===== src/rtl/pipe_skid_stage_if.sv =====
// Valid/ready handshake bundle for pipe_skid_stage: producer side (in_*) and consumer side (out_*).
// The slave modport is the stage's view; master is the surrounding environment's view.
interface pipe_skid_stage_if #(
   parameter int unsigned WIDTH = 32
);
   logic             in_valid;
   logic             in_ready;
   logic [WIDTH-1:0] in_data;
   logic             out_valid;
   logic             out_ready;
   logic [WIDTH-1:0] out_data;

   modport slave (
      input  in_valid,
      input  in_data,
      input  out_ready,
      output in_ready,
      output out_valid,
      output out_data
   );

   modport master (
      output in_valid,
      output in_data,
      output out_ready,
      input  in_ready,
      input  out_valid,
      input  out_data
   );
endinterface


===== src/rtl/pipe_skid_stage.sv =====
// Elastic pipeline stage with a 2-entry skid buffer, registered in_ready, synchronous flush
// and a saturating stall counter.
module pipe_skid_stage #(
   parameter int unsigned WIDTH = 32,
   parameter int unsigned CNT_W = 16
) (
   input  logic              clk,
   input  logic              reset,
   input  logic              i_flush,
   pipe_skid_stage_if.slave  bus,
   output logic [1:0]        o_count,
   output logic [CNT_W-1:0]  o_stall_cnt
);

   localparam logic [1:0] S_EMPTY = 2'd0;
   localparam logic [1:0] S_ONE   = 2'd1;
   localparam logic [1:0] S_FULL  = 2'd2;

   localparam logic [CNT_W-1:0] CNT_MAX = '1;

   logic [1:0]       r_state, w_state_d;
   logic [WIDTH-1:0] r_main, w_main_d;
   logic [WIDTH-1:0] r_skid, w_skid_d;
   logic             r_in_ready;
   logic [CNT_W-1:0] r_stall_cnt, w_stall_cnt_d;

   logic w_out_valid;
   logic w_in_fire;
   logic w_out_fire;

   assign w_out_valid = (r_state != S_EMPTY);
   assign w_in_fire   = bus.in_valid & r_in_ready;
   assign w_out_fire  = w_out_valid & bus.out_ready;

   always_comb begin
      w_state_d = r_state;
      w_main_d  = r_main;
      w_skid_d  = r_skid;
      case (r_state)
         S_EMPTY: begin
            if (w_in_fire) begin
               w_state_d = S_ONE;
               w_main_d  = bus.in_data;
            end
         end
         S_ONE: begin
            if (w_in_fire && w_out_fire) begin
               w_main_d = bus.in_data;
            end else if (w_in_fire) begin
               w_state_d = S_FULL;
               w_skid_d  = bus.in_data;
            end else if (w_out_fire) begin
               w_state_d = S_EMPTY;
            end
         end
         S_FULL: begin
            // in_ready is low here, so only the consumer side can move
            if (w_out_fire) begin
               w_state_d = S_ONE;
               w_main_d  = r_skid;
            end
         end
         default: w_state_d = S_EMPTY;
      endcase
      if (i_flush) begin
         w_state_d = S_EMPTY;
      end
   end

   always_comb begin
      w_stall_cnt_d = r_stall_cnt;
      if (w_out_valid && !bus.out_ready && (r_stall_cnt != CNT_MAX)) begin
         w_stall_cnt_d = r_stall_cnt + 1'b1;
      end
   end

   always_ff @(posedge clk) begin
      if (reset) begin
         r_state     <= S_EMPTY;
         r_main      <= '0;
         r_skid      <= '0;
         r_in_ready  <= 1'b1;
         r_stall_cnt <= '0;
      end else begin
         r_state     <= w_state_d;
         r_main      <= w_main_d;
         r_skid      <= w_skid_d;
         r_in_ready  <= (w_state_d != S_FULL);
         r_stall_cnt <= w_stall_cnt_d;
      end
   end

   assign bus.in_ready  = r_in_ready;
   assign bus.out_valid = w_out_valid;
   assign bus.out_data  = w_out_valid ? r_main : '0;
   assign o_count       = r_state;
   assign o_stall_cnt   = r_stall_cnt;

endmodule


===== src/flat_wrapper.sv =====
// flat-port wrapper written by rule: the top's interface ports become plain ports
module pipe_skid_stage_flat 
#(
   parameter int unsigned WIDTH = 32,
   parameter int unsigned CNT_W = 16
)
  (clk, reset, i_flush, o_count, o_stall_cnt, bus_in_valid, bus_in_data, bus_out_ready, bus_in_ready, bus_out_valid, bus_out_data);
  pipe_skid_stage_if #(.WIDTH(WIDTH)) bus_i ();
  input  logic clk;
  input  logic reset;
  input  logic i_flush;
  output logic [1:0] o_count;
  output logic [CNT_W-1:0] o_stall_cnt;
  input wire logic [$bits(bus_i.in_valid)-1:0] bus_in_valid;
  input wire logic [$bits(bus_i.in_data)-1:0] bus_in_data;
  input wire logic [$bits(bus_i.out_ready)-1:0] bus_out_ready;
  output wire logic [$bits(bus_i.in_ready)-1:0] bus_in_ready;
  output wire logic [$bits(bus_i.out_valid)-1:0] bus_out_valid;
  output wire logic [$bits(bus_i.out_data)-1:0] bus_out_data;
  assign bus_i.in_valid = bus_in_valid;
  assign bus_i.in_data = bus_in_data;
  assign bus_i.out_ready = bus_out_ready;
  assign bus_in_ready = bus_i.in_ready;
  assign bus_out_valid = bus_i.out_valid;
  assign bus_out_data = bus_i.out_data;
  pipe_skid_stage #(.WIDTH(WIDTH), .CNT_W(CNT_W)) u_core (.clk(clk), .reset(reset), .i_flush(i_flush), .bus(bus_i), .o_count(o_count), .o_stall_cnt(o_stall_cnt));
endmodule

===== config.mk =====
export PLATFORM = sky130hd
export DESIGN_NAME = pipe_skid_stage_flat
export DESIGN_NICKNAME = d
export VERILOG_FILES = /design/src/rtl/pipe_skid_stage_if.sv /design/src/rtl/pipe_skid_stage.sv /design/src/flat_wrapper.sv
export SDC_FILE = /design/constraint.sdc
export NUM_CORES = 1
export LEC_CHECK = 0
export ABC_AREA = 1
export CAP_MARGIN = 40
export CORE_ASPECT_RATIO = 0.6
export CORE_MARGIN = 2
export CORE_UTILIZATION = 30
export CTS_BUF_LIST = sky130_fd_sc_hd__clkbuf_4 sky130_fd_sc_hd__clkbuf_8
export CTS_CLUSTER_SIZE = 10
export DETAILED_ROUTE_END_ITERATION = 10
export GPL_ROUTABILITY_DRIVEN = 0
export PLACE_DENSITY_LB_ADDON = 0.1
export SYNTH_ARGS = -nofsm -noshare
export SYNTH_HDL_FRONTEND = slang
export SYNTH_SLANG_ARGS = --single-unit

===== constraint.sdc =====
create_clock -name clk -period 1.4 [get_ports clk]
set_input_delay 0.14 -clock clk [delete_from_list [all_inputs] [get_ports clk]]
set_output_delay 0.14 -clock clk [all_outputs]
set_load 0.02 [all_outputs]

zoom.png
Bar = 10 um. Window x 64 to 89, y 15 to 40 um. Cells in grey, sequential cells in the stronger grey; small squares are vias.
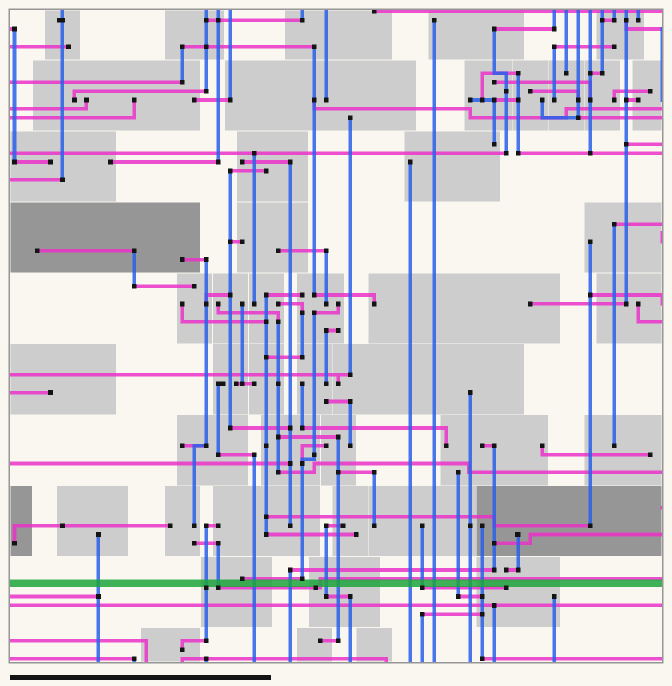
Key: green = met3; magenta = met1; blue = met2
Most frequent: nand2_1 (7), buf_4 (6), nor2_1 (4). Netlist names of flops here include `u_core.o_stall_cnt` (2). 41 logic cells have their middle in the window. Sequential cells in the window: 2.

gate_families.png
Bar = 50 um.
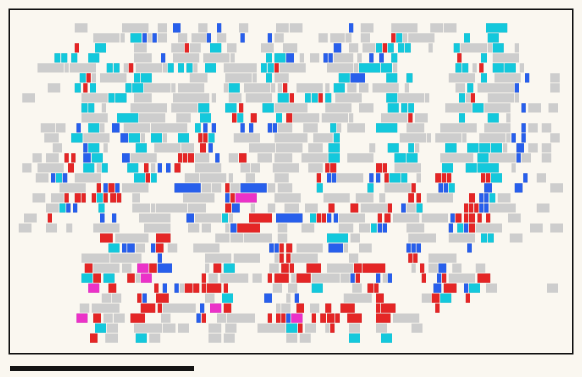
Key: magenta = XOR/XNOR gates [cells 7, where lower left]; red = NAND gates [cells 145]; cyan = inverting AOI/OAI gates [cells 137]; blue = NOR gates [cells 103, where spread over the die]
combinational fraction of the cell area: 0.3631
most frequent logic cell in the layout: nand2_1
non-filler cells in the finished layout: 893

==> impl_metrics.csv <==
group,metric,value,unit
run_status,status,"complete, but fails checks",
run_status,violations,"negative setup slack",
power,power_frac_comb,0.197,
global_route,top_usage_layer,"met2",
clock_network,tritoncts,"done",
logic_synthesis,yosysWarnings,0,
worst_setup_path,crit_required,1.65,ns
worst_setup_path,r2r.worst_path.cells,10,
layout,lay_top_cells,"nand2_1, nor2_1, dfxtp_1, buf_4, inv_1",
timing,setup_viol,92,
timing,slew_violations,0,
timing,min_period,1.552,ns
timing,setup_slack,-0.1520,ns
worst_setup_path,r2r_slack,-0.15,ns
worst_setup_path,cp-end-kind,"flop",
power,ir_drop,413.3,uV
worst_setup_path,path_cells,"nor2_4 > buf_6 > buf_6 > nor2_8 > inv_4 > nand3_4 > buf_6 > clkbuf_16 > o21ai_4 > a21oi_4",
clock_network,clock_sinks,83,
global_route,grt_pass1_wl,20.25,mm
logic_synthesis,synth_area,0.003983,mm^2
power,p_switching,0.001512,W
worst_setup_path,cp-start-kind,"flop",
worst_setup_path,reg2reg_to,"u_core.r_main[30]",
global_route,use_met1,0.2544,
power,finalPower,0.005168,W
power,leakagePower,2.785,nW
run,max_cap_violations,0,
power,p_per_area,794.3,mW/mm^2
layout,drive_gt1_frac,0.3831,
placed_design,numPortBuffers,88,
floorplanning,chipWidth,152.7,um
worst_setup_path,crit_start,"u_core.o_count[0]",
run,log.warning_count,29,
timing,clock_skew,0.01005,ns
clock_network,clockBufferDepth,2,
power,p_int,0.003656,W
logic_synthesis,netlist_instances,573,
global_route,grtUsageMet2,0.2657,
clock_network,clockRootBuffer,"clkbuf_8",
floorplanning,die.size.y,93.25,um
logic_synthesis,syn_nets,611,
route,drtPass1Iterations,4,
min_path,hp-start,"bus_in_data[30]",
placed_design,post-dp-hpwl,7.931,mm
logic_synthesis,ys_seq_share,0.4172,
timing,worst_pin_slew,0.4048,ns
power,seq_power_share,0.482,
route,drc,0,
clock_network,cts_htree_levels,3,
timing,rsz0062_at_grt,"true",
worst_setup_path,max_stage_delay,0.38,ns
route,drtAntennaViolNets,0,
final_placement.png
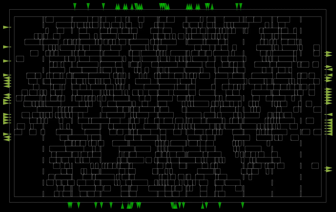
Seq/total area: 0.2598
Core Rows: 32
post-layout util: 0.5047
fillers: 1,269
num tapcells: 170

wire_density.png
The die is cut into 31 by 19 equal tiles; black is low, pale yellow is high, scaled to the fullest tile. Values are wire area over tile area, all layers added.
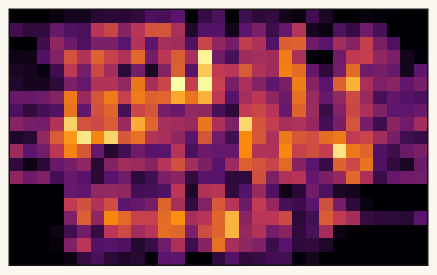
22% of the tiles are over half the peak. 13% of the tiles are nearly empty. The fullest tile reaches 0.45.
final wirelength: 13.23 mm
Vias: 4,180
GRT Util Overall: 0.1790
WL per Instance: 14.81 um

logic make-up after synthesis:
logic type               synth area share
AND-OR/OR-AND                      0.1806
AND/OR/NAND/NOR                    0.2743
adder cells (fa/ha/maj)          0.003141
flip-flops                         0.4172
buffers and inverters              0.1093
XOR/XNOR                          0.01539
sequential cells by signal (all words and copies together) (netlist names):
signal	flops
u_core.bus.in_ready	1
u_core.r_skid	32
u_core.o_count	2
u_core.r_main	32
u_core.o_stall_cnt	16
cell type report:
| class | count | area (um^2) | area share |
|---|---|---|---|
| Sequential cell | 83 | 1690 | 0.2598 |
| Inverter | 64 | 245.2 | 0.03769 |
| Multi-Input combinational cell | 393 | 2362 | 0.3631 |
| Clock buffer | 10 | 137.6 | 0.02115 |
| Timing Repair Buffer | 167 | 1810 | 0.2783 |
| Clock inverter | 6 | 47.55 | 0.007308 |
| Tap cell | 170 | 212.7 | 0.03269 |
synth_stat cells:
master	count	area [um^2]
a21oi_1	49	245.2
a21oi_2	8	70.07
buf_1	3	11.26
buf_2	10	50.05
buf_4	5	37.54
buf_6	3	33.78
buf_8	1	15.01
clkbuf_1	12	45.04
dfxtp_1	83	1662
ha_1	1	12.51
inv_1	60	225.2
inv_2	3	11.26
inv_4	1	6.260
nand2_1	96	360.4
nand2_2	11	68.82
nand3_1	30	150.1
nand3_2	1	10.01
nand3_4	1	17.52
nand4_1	6	37.54
nor2_1	94	352.8
nor2_2	3	18.77
nor2_4	1	11.26
nor2_8	3	60.06
nor3_1	1	5.000
o21ai_0	48	240.2
o21ai_1	31	155.2
o21ai_2	1	8.760
xnor2_1	3	26.28
xor2_1	4	35.03
worst max-delay path, delay by kind of cell, from the launching register on:
| kind | cells | cell delay, ns |
|---|---|---|
| compound gates | 2 | 0.20 |
| flops | 1 | 0.38 |
| simple gates | 3 | 0.27 |
| buf+inv | 5 | 0.61 |
metrics by stage:
stage          instances  hold slack [ns]    TNS, ns  setup slack [ns]  area [um^2]
2_1_floorplan        573           0.2188  -0.007307         -0.002027         4025
3_3_place_gp         846           0.4313     -13.80           -0.2393         5444
3_5_place_dp         846           0.4361     -17.01           -0.2519         5444
4_1_cts              881           0.4052     -6.051           -0.1610         6102
5_1_grt              893           0.4322     -13.42           -0.1975         6506
6_report             893           0.4096     -6.601           -0.1520         6506
what timing repair did:
| item | 4_1_cts | 5_1_grt |
|---|---|---|
| cloned | 8 | 6 |
| gates resized | 281 | 77 |
| setup endpoints to repair | 100 | 106 |
| hold buffers | 0 | 0 |
| buffers inserted | 12 | 8 |
| pin swaps | 39 | 20 |
power by group through the flow:
stage               combinational [W]  sequential (W)  clock [W]
global route                  0.00111         0.00250    0.00180
CTS                          0.000911         0.00249    0.00172
floorplan                    0.000373         0.00255          0
finish                        0.00102         0.00249    0.00166
detailed placement           0.000692         0.00255          0
global placement             0.000685         0.00255          0
per-layer routing:
| layer | wire, um | share of wire | up-vias |
|---|---|---|---|
| met5 | 0 | 0 | - |
| met4 | 177 | 0.013 | 0 |
| met3 | 673 | 0.051 | 18 |
| met2 | 5540 | 0.42 | 90 |
| met1 | 6835 | 0.52 | 1954 |
| li1 | - | - | 2118 |
No activity file was given, so power comes from the tool's default toggle rates.
